**src/rtl/m_mem_arb_pkg.sv**
```systemverilog
// Shared types for the unified-memory arbiter: FSM states and access owner.
package m_mem_arb_pkg;

   typedef enum logic [1:0] {
      IDLE  = 2'd0,
      ISSUE = 2'd1,
      WAIT  = 2'd2,
      RESP  = 2'd3
   } state_e;

   typedef enum logic {
      OWN_IF = 1'b0,
      OWN_D  = 1'b1
   } owner_e;

   // States in which a new access may be arbitrated and granted.
   function automatic logic is_arb_state(input state_e s);
      return (s == IDLE) || (s == RESP);
   endfunction

endpackage

```
**src/rtl/m_arb_prio.sv**
```systemverilog
// Two-requester fixed-priority arbiter (data first) with a starvation guard for fetch.
module m_arb_prio #(
   parameter int STARVE_MAX = 4
) (
   input  logic w_clk,
   input  logic w_rst,
   input  logic w_arb_en,
   input  logic w_if_req,
   input  logic w_d_req,
   output logic w_if_gnt,
   output logic w_d_gnt
);

   localparam int               CNT_W   = $clog2(STARVE_MAX + 1);
   localparam logic [CNT_W-1:0] CNT_MAX = CNT_W'(STARVE_MAX);

   logic [CNT_W-1:0] starve_cnt_q, starve_cnt_d;
   logic             if_forced;

   // Grant selection: data wins unless a waiting fetch has lost STARVE_MAX times in a row.
   always_comb begin
      if_forced = w_if_req && (starve_cnt_q == CNT_MAX);
      w_d_gnt   = w_arb_en && w_d_req && !if_forced;
      w_if_gnt  = w_arb_en && w_if_req && !w_d_gnt;
   end

   // Starvation count: only arbitration cycles move it; saturates at STARVE_MAX.
   always_comb begin
      starve_cnt_d = starve_cnt_q;
      if (w_arb_en) begin
         if (!w_if_req || w_if_gnt) begin
            starve_cnt_d = '0;
         end else if (starve_cnt_q != CNT_MAX) begin
            starve_cnt_d = starve_cnt_q + 1'b1;
         end
      end
   end

   // Starvation counter register.
   always_ff @(posedge w_clk) begin
      if (w_rst) begin
         starve_cnt_q <= '0;
      end else begin
         starve_cnt_q <= starve_cnt_d;
      end
   end

endmodule

```
**src/rtl/m_mem_arb.sv**
```systemverilog
// Single-outstanding arbiter/sequencer for a unified memory shared by the fetch and data ports.
module m_mem_arb
   import m_mem_arb_pkg::*;
#(
   parameter int ADDR_W     = 32,
   parameter int DATA_W     = 32,
   parameter int STARVE_MAX = 4
) (
   input  logic              w_clk,
   input  logic              w_rst,
   input  logic              w_if_req,
   input  logic [ADDR_W-1:0] w_if_addr,
   output logic              w_if_gnt,
   output logic              w_if_rvalid,
   output logic [DATA_W-1:0] w_if_rdata,
   input  logic              w_d_req,
   input  logic              w_d_we,
   input  logic [ADDR_W-1:0] w_d_addr,
   input  logic [DATA_W-1:0] w_d_wdata,
   output logic              w_d_gnt,
   output logic              w_d_rvalid,
   output logic [DATA_W-1:0] w_d_rdata,
   output logic              w_m_en,
   output logic              w_m_we,
   output logic [ADDR_W-1:0] w_m_addr,
   output logic [DATA_W-1:0] w_m_wdata,
   input  logic              w_m_ack,
   input  logic [DATA_W-1:0] w_m_rdata
);

   state_e              state_q, state_d;
   owner_e              owner_q, owner_d;
   logic                cmd_we_q, cmd_we_d;
   logic                m_en_q, m_en_d;
   logic                m_we_q, m_we_d;
   logic [ADDR_W-1:0]   m_addr_q, m_addr_d;
   logic [DATA_W-1:0]   m_wdata_q, m_wdata_d;
   logic [DATA_W-1:0]   rdata_q, rdata_d;
   logic                arb_en;

   m_arb_prio #(
      .STARVE_MAX (STARVE_MAX)
   ) u_arb (
      .w_clk    (w_clk),
      .w_rst    (w_rst),
      .w_arb_en (arb_en),
      .w_if_req (w_if_req),
      .w_d_req  (w_d_req),
      .w_if_gnt (w_if_gnt),
      .w_d_gnt  (w_d_gnt)
   );

   // FSM state register.
   always_ff @(posedge w_clk) begin
      if (w_rst) begin
         state_q <= IDLE;
      end else begin
         state_q <= state_d;
      end
   end

   // FSM next state: ack is only honoured in WAIT, so early or stray acks are dropped.
   always_comb begin
      state_d = state_q;
      case (state_q)
         IDLE, RESP: state_d = (w_if_gnt || w_d_gnt) ? ISSUE : IDLE;
         ISSUE:      state_d = WAIT;
         WAIT:       if (w_m_ack) state_d = RESP;
         default:    state_d = IDLE;
      endcase
   end

   // FSM outputs: arbitration window (never during reset) and owner-routed response.
   always_comb begin
      arb_en      = is_arb_state(state_q) && !w_rst;
      w_if_rvalid = (state_q == RESP) && (owner_q == OWN_IF);
      w_d_rvalid  = (state_q == RESP) && (owner_q == OWN_D);
      w_if_rdata  = w_if_rvalid ? rdata_q : '0;
      w_d_rdata   = w_d_rvalid  ? rdata_q : '0;
   end

   // Command latch on grant, one-cycle memory strobe, and read-data capture in WAIT.
   always_comb begin
      owner_d   = owner_q;
      cmd_we_d  = cmd_we_q;
      m_addr_d  = m_addr_q;
      m_wdata_d = m_wdata_q;
      rdata_d   = rdata_q;
      m_en_d    = 1'b0;
      m_we_d    = 1'b0;
      if (w_d_gnt) begin
         owner_d   = OWN_D;
         cmd_we_d  = w_d_we;
         m_en_d    = 1'b1;
         m_we_d    = w_d_we;
         m_addr_d  = w_d_addr;
         m_wdata_d = w_d_wdata;
      end else if (w_if_gnt) begin
         owner_d  = OWN_IF;
         cmd_we_d = 1'b0;
         m_en_d   = 1'b1;
         m_addr_d = w_if_addr;
      end
      if ((state_q == WAIT) && w_m_ack) begin
         rdata_d = cmd_we_q ? '0 : w_m_rdata;
      end
   end

   // Datapath registers.
   always_ff @(posedge w_clk) begin
      if (w_rst) begin
         owner_q   <= OWN_IF;
         cmd_we_q  <= 1'b0;
         m_en_q    <= 1'b0;
         m_we_q    <= 1'b0;
         m_addr_q  <= '0;
         m_wdata_q <= '0;
         rdata_q   <= '0;
      end else begin
         owner_q   <= owner_d;
         cmd_we_q  <= cmd_we_d;
         m_en_q    <= m_en_d;
         m_we_q    <= m_we_d;
         m_addr_q  <= m_addr_d;
         m_wdata_q <= m_wdata_d;
         rdata_q   <= rdata_d;
      end
   end

   assign w_m_en    = m_en_q;
   assign w_m_we    = m_we_q;
   assign w_m_addr  = m_addr_q;
   assign w_m_wdata = m_wdata_q;

endmodule
```
**config.mk**
```make
export PLATFORM = sky130hd
export DESIGN_NAME = m_mem_arb
export DESIGN_NICKNAME = d
export VERILOG_FILES = /design/src/rtl/m_mem_arb_pkg.sv /design/src/rtl/m_arb_prio.sv /design/src/rtl/m_mem_arb.sv
export SDC_FILE = /design/constraint.sdc
export NUM_CORES = 1
export LEC_CHECK = 0
export CAP_MARGIN = 20
export CORE_UTILIZATION = 40
export DETAILED_ROUTE_END_ITERATION = 6
export GPL_TIMING_DRIVEN = 0
export PLACE_DENSITY = 0.86
export SYNTH_ARGS = -nofsm -noshare
export SYNTH_HDL_FRONTEND = slang
export SYNTH_SLANG_ARGS = --single-unit
```
**constraint.sdc**
```tcl
create_clock -name w_clk -period 2.6 [get_ports w_clk]
set_clock_uncertainty 0.15 [all_clocks]
set_input_delay 0.65 -clock w_clk [delete_from_list [all_inputs] [get_ports w_clk]]
set_output_delay 0.65 -clock w_clk [all_outputs]
set_load 0.1 [all_outputs]
```
==> run_1/cell_classes.png <==
(3 px per um) Fill, decap, tap and diode cells in gray.
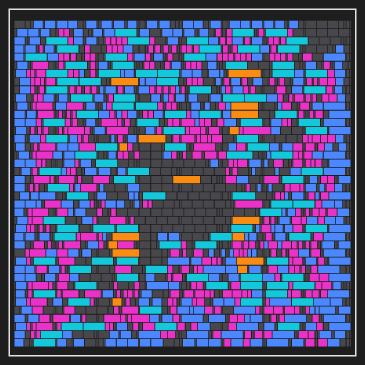
- clock drivers and dummy loads: orange (cells 16; share of their area 3.6%)
- other buffers and delay cells: blue (cells 338; share of their area 39%)
- flip-flops: cyan (cells 105; share of their area 25%)
- all other logic: magenta (cells 428; share of their area 33%)
number of cell rows: 40
core area: 12200 sq um
fraction of area in registers: 24.2%

==> run_1/pins.png <==
(2 px per um) Pins as bars across the die edge, other pins in gray.
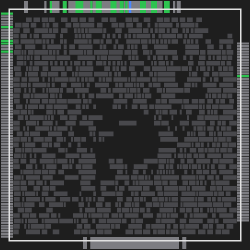
- w_if_req: blue (pins 1; direction input; edge north)
- w_d_wdata: green (pins 32; direction input; edge 26 north, 5 west, 1 east)
- all pins by edge: 83 west, 67 north, 66 east, 52 south
Buffers on Ports: 265
Die H: 115 um

==> run_1/final_clocks.png <==
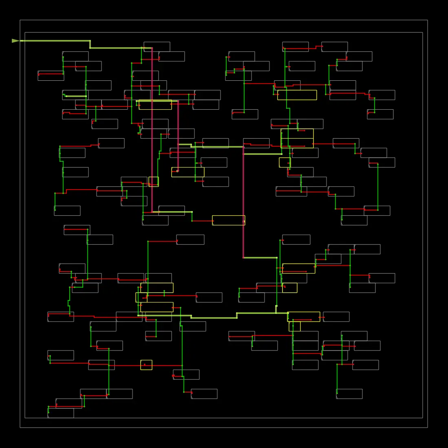
clock group power: 0.00142 W
FF+latch count: 105
clock buffer count from CTS: 9
clock buffer instance count of the final layout: 9
Num Clock Sinks: 105

-- run 1: flip-flops by register name (all words and copies together) (netlist names) --
signal / cells
cmd_we_q: 1
owner_q: 1
rdata_q: 32
state_q: 2
u_arb.starve_cnt_q: 3
w_m_addr: 32
w_m_en: 1
w_m_wdata: 32
w_m_we: 1
-- run 1: cell type report --
class / count / area share, %
antenna: 1 / 0.0287
buffer: 64 / 4.18
clock buffer: 9 / 2.58
clock inverter: 7 / 0.962
inverter: 8 / 0.488
multi-input combinational: 420 / 31.3
sequential: 105 / 24.2
tap: 168 / 2.41
timing repair buffer: 274 / 33.8
-- run 1: worst min-delay path: cells and delay by family, from the launching register on --
kind	cells	cell delay, ns
DFF	1	0.32
AOI/OAI and AO/OA	1	0.05
and+or+nand+nor	1	0.05
-- run 1: power groups by stage --
stage          sequential, W  clock [W]  combinational, W
2_1_floorplan        0.00350          0           0.00117
3_3_place_gp         0.00209          0           0.00350
3_5_place_dp         0.00210          0           0.00353
4_1_cts              0.00207    0.00143           0.00350
5_1_grt              0.00211    0.00151           0.00374
6_report             0.00208    0.00142           0.00357
-- run 1: cells by family (layout without fill, tap and decap cells) --
logic type,Yosys count,after routing
AND-OR/OR-AND,139,139
adder cells (fa/ha/maj),4,4
buffers and inverters,74,362
flip-flops,105,105
other,0,1
AND/OR/NAND/NOR,277,277
-- run 1: layer usage --
metal | routed length [um] | up-vias | part of all wire, %
li1 | - | 2697 | -
met1 | 7000 | 2658 | 39
met2 | 9100 | 230 | 51
met3 | 1320 | 29 | 7.4
met4 | 396 | 0 | 2.2
met5 | 0 | - | 0
-- run 1: stage by stage --
stage	utilization, %	hold WS, ns	instances
CTS	68.0	0.309	1052
finish	71.4	0.311	1056
floorplan	-	0.286	599
global route	71.4	0.328	1055
detailed placement	65.8	0.301	1032
global placement	65.8	0.295	1032
==> impl_metrics.tcl, run 1 <==
# collected from the flow reports
set metrics [dict create \
    antenna_found_initial 0 \
    syn_area_per_cell_sq_um 8.53 \
    startpoint_class_of_the_critical_path "register" \
    via_count 5614 \
    place.gp.congestion 0.865 \
    global_route.peak_usage_layer "met2" \
    outcome "finished with violations" \
    timing.critical_path.max_delay_family "simple AND/OR/NAND/NOR gates" \
    top_logic_kind "simple AND/OR/NAND/NOR gates" \
    power.sequential.fraction_pct 29.5 \
    cp_num_buf_inv 4 \
    cp_data_required_time_ns 1.80 \
    netSwitchingFraction_pct 48.4 \
    grt_setup_unrepaired "yes" \
    critPathArrivalTime_ns 1.83 \
    pwr-share-clk_pct 20.0 \
    grt_pass1_vias 5238 \
    reg2reg_depth 9 \
    setup.worst_path.start "state_q[0]" \
    post_synth_instance_area_sq_um 5110 \
    setup.reg_to_reg.worst_slack_ns 0.40 \
    yosys_warnings 0 \
    synth_dominant_cell_count "dfxtp_1" \
    slew_viol_final 0 \
    layout.cell_area.non_filler_sq_um 8720 \
    gr-usage-met2_pct 44.7 \
    clock_tree_buf_depth 2 \
    postRouteAntennaNets 0 \
    setup_ws_ns -0.0316 \
    routed_wirelength_um 17800 \
    synth.ff_latch_count 105 \
    power_report.internal_total_w 0.00365 \
    timing.max_slew.rel_slack_pct 31.1 \
    met1_usage_pct 29.7 \
    simple_gate_area_share_pct 30.4 \
    grt_remaining_overflow 0 \
    timing.hold.worst_endpoint "rdata_q[29]" \
    area_fraction_in_compound_gates_pct 19.9 \
    placed_cell_area_sq_um 8040 \
    cp-endpoint "w_if_gnt" \
    yosys_most_used_dff "dfxtp_1" \
    synth.mux.area_fraction_pct 0 \
    area.combinational_sq_um 2730 \
    fraction_of_synthesized_cell_area_in_xor_and_xnor_cells_pct 0 \
    use_met3_pct 6.85 \
    drt_drc 0 \
    power.density_cell_area_nw_per_um2 811 \
    cts.repair.resized 512 \
    core_util_floorplan_pct 41.8 \
    final-seq-area_sq_um 2110 \
    setup_violations 1 \
    p_r_area_growth_vs_syn_pct 70.7 \
    grt_max_degree 20 \
    cp_cell_sequence "inv_2 > ha_4 > buf_6 > and3b_2 > nand2_8 > inv_12 > nor2_4 > buf_12" \
    floorplan.die_area_sq_um 13200 \
    synthesis.instances 599 \
    path_max_fanout 4 \
    stage_log_warnings 31 \
    clock.fmax_mhz 380 \
    layout-drive-gt1-share_pct 23.7 \
    pre_cts_ws_ns -1.28 \
    synth.top_cells.by_area "dfxtp_1 41%, a311oi_2 8.8%, nand2_1 7.4%, a21oi_1 6.7%, nand4b_1 5.5%" \
    failed_checks "setup timing" \
    worst_r2r_startpoint "state_q[0]" \
]
--- run 2 (diff from run 1) ---
Settings changed: CAP_MARGIN 20 to 15.
Clock period 2.6 ns to 2.5 ns, I/O delays scaled along.
==> run_2/clock_map.png <==
(4 px per um)
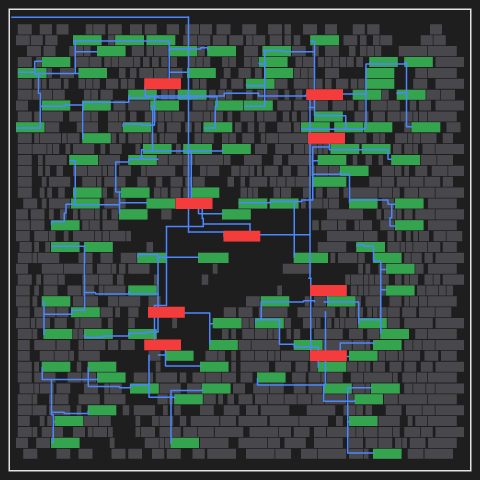
- clock wires: blue (length 1330 um)
- cells driving clock nets: red (count 9)
- flip-flops: green (count 105)
- flops lie: spread over the die
- routed clock nets: 10
clock share of power: 19.2%
Skew-Pair Late Insertion Delay: 0.34 ns

==> run 2 against run 1 <==
Against the previous run:
- the run still ends with setup timing left
- worst hold slack improved by 0.014 ns
- first-iteration DRC count fell by 3.8%
- synthesized cell count did not move
- wire length rose by 6.0%
- critical endpoint is now w_if_rdata[7]
- largest cell class unchanged
- largest power group unchanged
- highest routed layer unchanged
==> impl_metrics.tcl, run 2 <==
# collected from the flow reports
set metrics [dict create \
    highest_layer_used_for_signal_routing "met4" \
    dpl.cell_count 1032 \
    antenna_found_initial 0 \
    grt_pass1_vias 5415 \
    cp_data_required_time_ns 1.73 \
    global_route.peak_usage_layer "met2" \
    clock.fmax_mhz 391 \
    core_area_sq_um 12200 \
    setup_ws_ns -0.0569 \
    power_report.internal_total_w 0.00380 \
    layout-drive-gt1-share_pct 26.3 \
    comb_area_share_pct 31.4 \
    powerSeq_w 0.00218 \
    synth.ff_latch_count 105 \
    worst_r2r_startpoint "state_q[1]" \
    clock_buffer_count_from_cts 9 \
    enable_flop_cells 0 \
    finish.utilization_pct 74.8 \
    reg2reg_depth 8 \
    area.combinational_sq_um 2860 \
    routed_wirelength_um 18900 \
    final_setup_tns_ns -0.654 \
    grt_max_degree 20 \
    stage_log_warnings 31 \
    die_h_um 115 \
    tap_cells 168 \
    non_clock_inverters 8 \
    power.density_cell_area_nw_per_um2 813 \
    dp_hpwl_um 12800 \
    largest_class "non-clock buffers" \
    place.gp.congestion 0.853 \
    failed_checks "setup timing" \
    yosys_warnings 0 \
    outcome "finished with violations" \
    floorplan.die_area_sq_um 13200 \
    grt_setup_unrepaired "yes" \
    setup_violations 21 \
    grt_remaining_overflow 0 \
    synth_dominant_cell_count "dfxtp_1" \
    power_consumed_by_combinational_cells_w 0.00381 \
    row_count 40 \
    final.hold.worst_slack_ns 0.326 \
    wl_met3_um 1450 \
    clock_power_w 0.00142 \
    clock_tree_area_fraction_pct 3.26 \
    power.static_leakage_nw 3.64 \
    insertedDiodeCount 1 \
    wl_met1_um 7020 \
    postRouteAntennaNets 0 \
    met1_usage_pct 30.1 \
    core_util_floorplan_pct 41.8 \
    buf_share_pct 39.4 \
    synthesis.instances 599 \
    seq-cell-share_pct 23.1 \
    layout.comb_gates.multi_input 420 \
    power.sequential.fraction_pct 29.4 \
    critPathArrivalTime_ns 1.78 \
    buffers 342 \
    synth.top_cells.by_area "dfxtp_1 41%, a311oi_2 8.8%, nand2_1 7.4%, a21oi_1 6.7%, nand4b_1 5.5%" \
    slew_viol_final 0 \
    gr-usage-met2_pct 46.1 \
    setup.reg_to_reg.worst_slack_ns 0.33 \
    yosys_most_used_dff "dfxtp_1" \
    startpoint_class_of_the_critical_path "register" \
    post_synth_instance_area_sq_um 5110 \
    dr_wl_met2_um 9690 \
    drt_drc 0 \
    use_met3_pct 7.06 \
    netSwitchingFraction_pct 48.8 \
    clock_buffer_count 10 \
    netlist.top_cell.by_area "dfxtp_1" \
    power.group.top "combinational cells" \
    clock_tree_buf_depth 2 \
    path_max_fanout 10 \
    sequential_cell_total 105 \
    p_r_area_growth_vs_syn_pct 78.7 \
    syn_area_per_cell_sq_um 8.53 \
    min_period_over_period_pct 102 \
    cp-endpoint "w_if_rdata[7]" \
    via_count 5739 \
    timing.max_slew.rel_slack_pct 31.6 \
    final-instance-count-excl-fill 1060 \
    buffers_on_ports 265 \
    final-seq-area_sq_um 2110 \
    layout_top_cell "clkdlybuf4s50_1" \
]
-- run 2: netlist changes by cell type in the layout (fill, tap and decap cells not counted), sizes merged --
cell,previous run,this run
clkdlybuf4s15,3,0
buf,105,114
clkbuf,42,41
bufinv,1,0
-- run 2: how the worst min path moves through the flow --
stage | cells after the start | end | slack [ns] | start
2_1_floorplan | 2 | rdata_q[31] | 0.29 | rdata_q[31]
3_3_place_gp | 2 | rdata_q[19] | 0.29 | rdata_q[19]
3_5_place_dp | 2 | rdata_q[3] | 0.31 | rdata_q[3]
4_1_cts | 2 | rdata_q[18] | 0.32 | rdata_q[18]
5_1_grt | 2 | w_m_wdata[2] | 0.34 | w_m_wdata[2]
6_report | 2 | w_m_wdata[11] | 0.33 | w_m_wdata[11]
-- run 2: critical path, stage by stage, from the launching register on --
cell,delay [ns]
dfxtp_4,0.37
buf_4,0.12
ha_4,0.14
nor2b_4,0.21
buf_12,0.13
buf_8,0.12
and2_4,0.17
buf_12,0.17
-- run 2: metrics by stage --
stage          instance area [sq um]  worst slack, ns  total power, W
2_1_floorplan                   5210           -0.121         0.00489
3_3_place_gp                    8070            -1.32         0.00584
3_5_place_dp                    8070            -1.32         0.00587
4_1_cts                         8390           -0.225         0.00729
5_1_grt                         9130           -0.122         0.00775
6_report                        9130          -0.0569         0.00742
-- run 2: timing repair --
item / in CTS / in global routing
gates resized: 528 / 191
setup buffers: 5 / 9
hold buffers: 0 / 0
gates cloned: 0 / 0
pin swaps: 2 / 4
endpoints found under the setup margin: 134 / 64
-- run 2: kinds of logic after synthesis --
group                    after synthesis  share of synthesized area (%)
flip-flops                           105                           41.1
buffers and inverters                 74                           7.49
AND/OR/NAND/NOR                      277                           30.4
AND-OR/OR-AND                        139                           19.9
adder cells (fa/ha/maj)                4                          0.980
Power figures rest on the tool's default switching activity, not on a simulated workload.
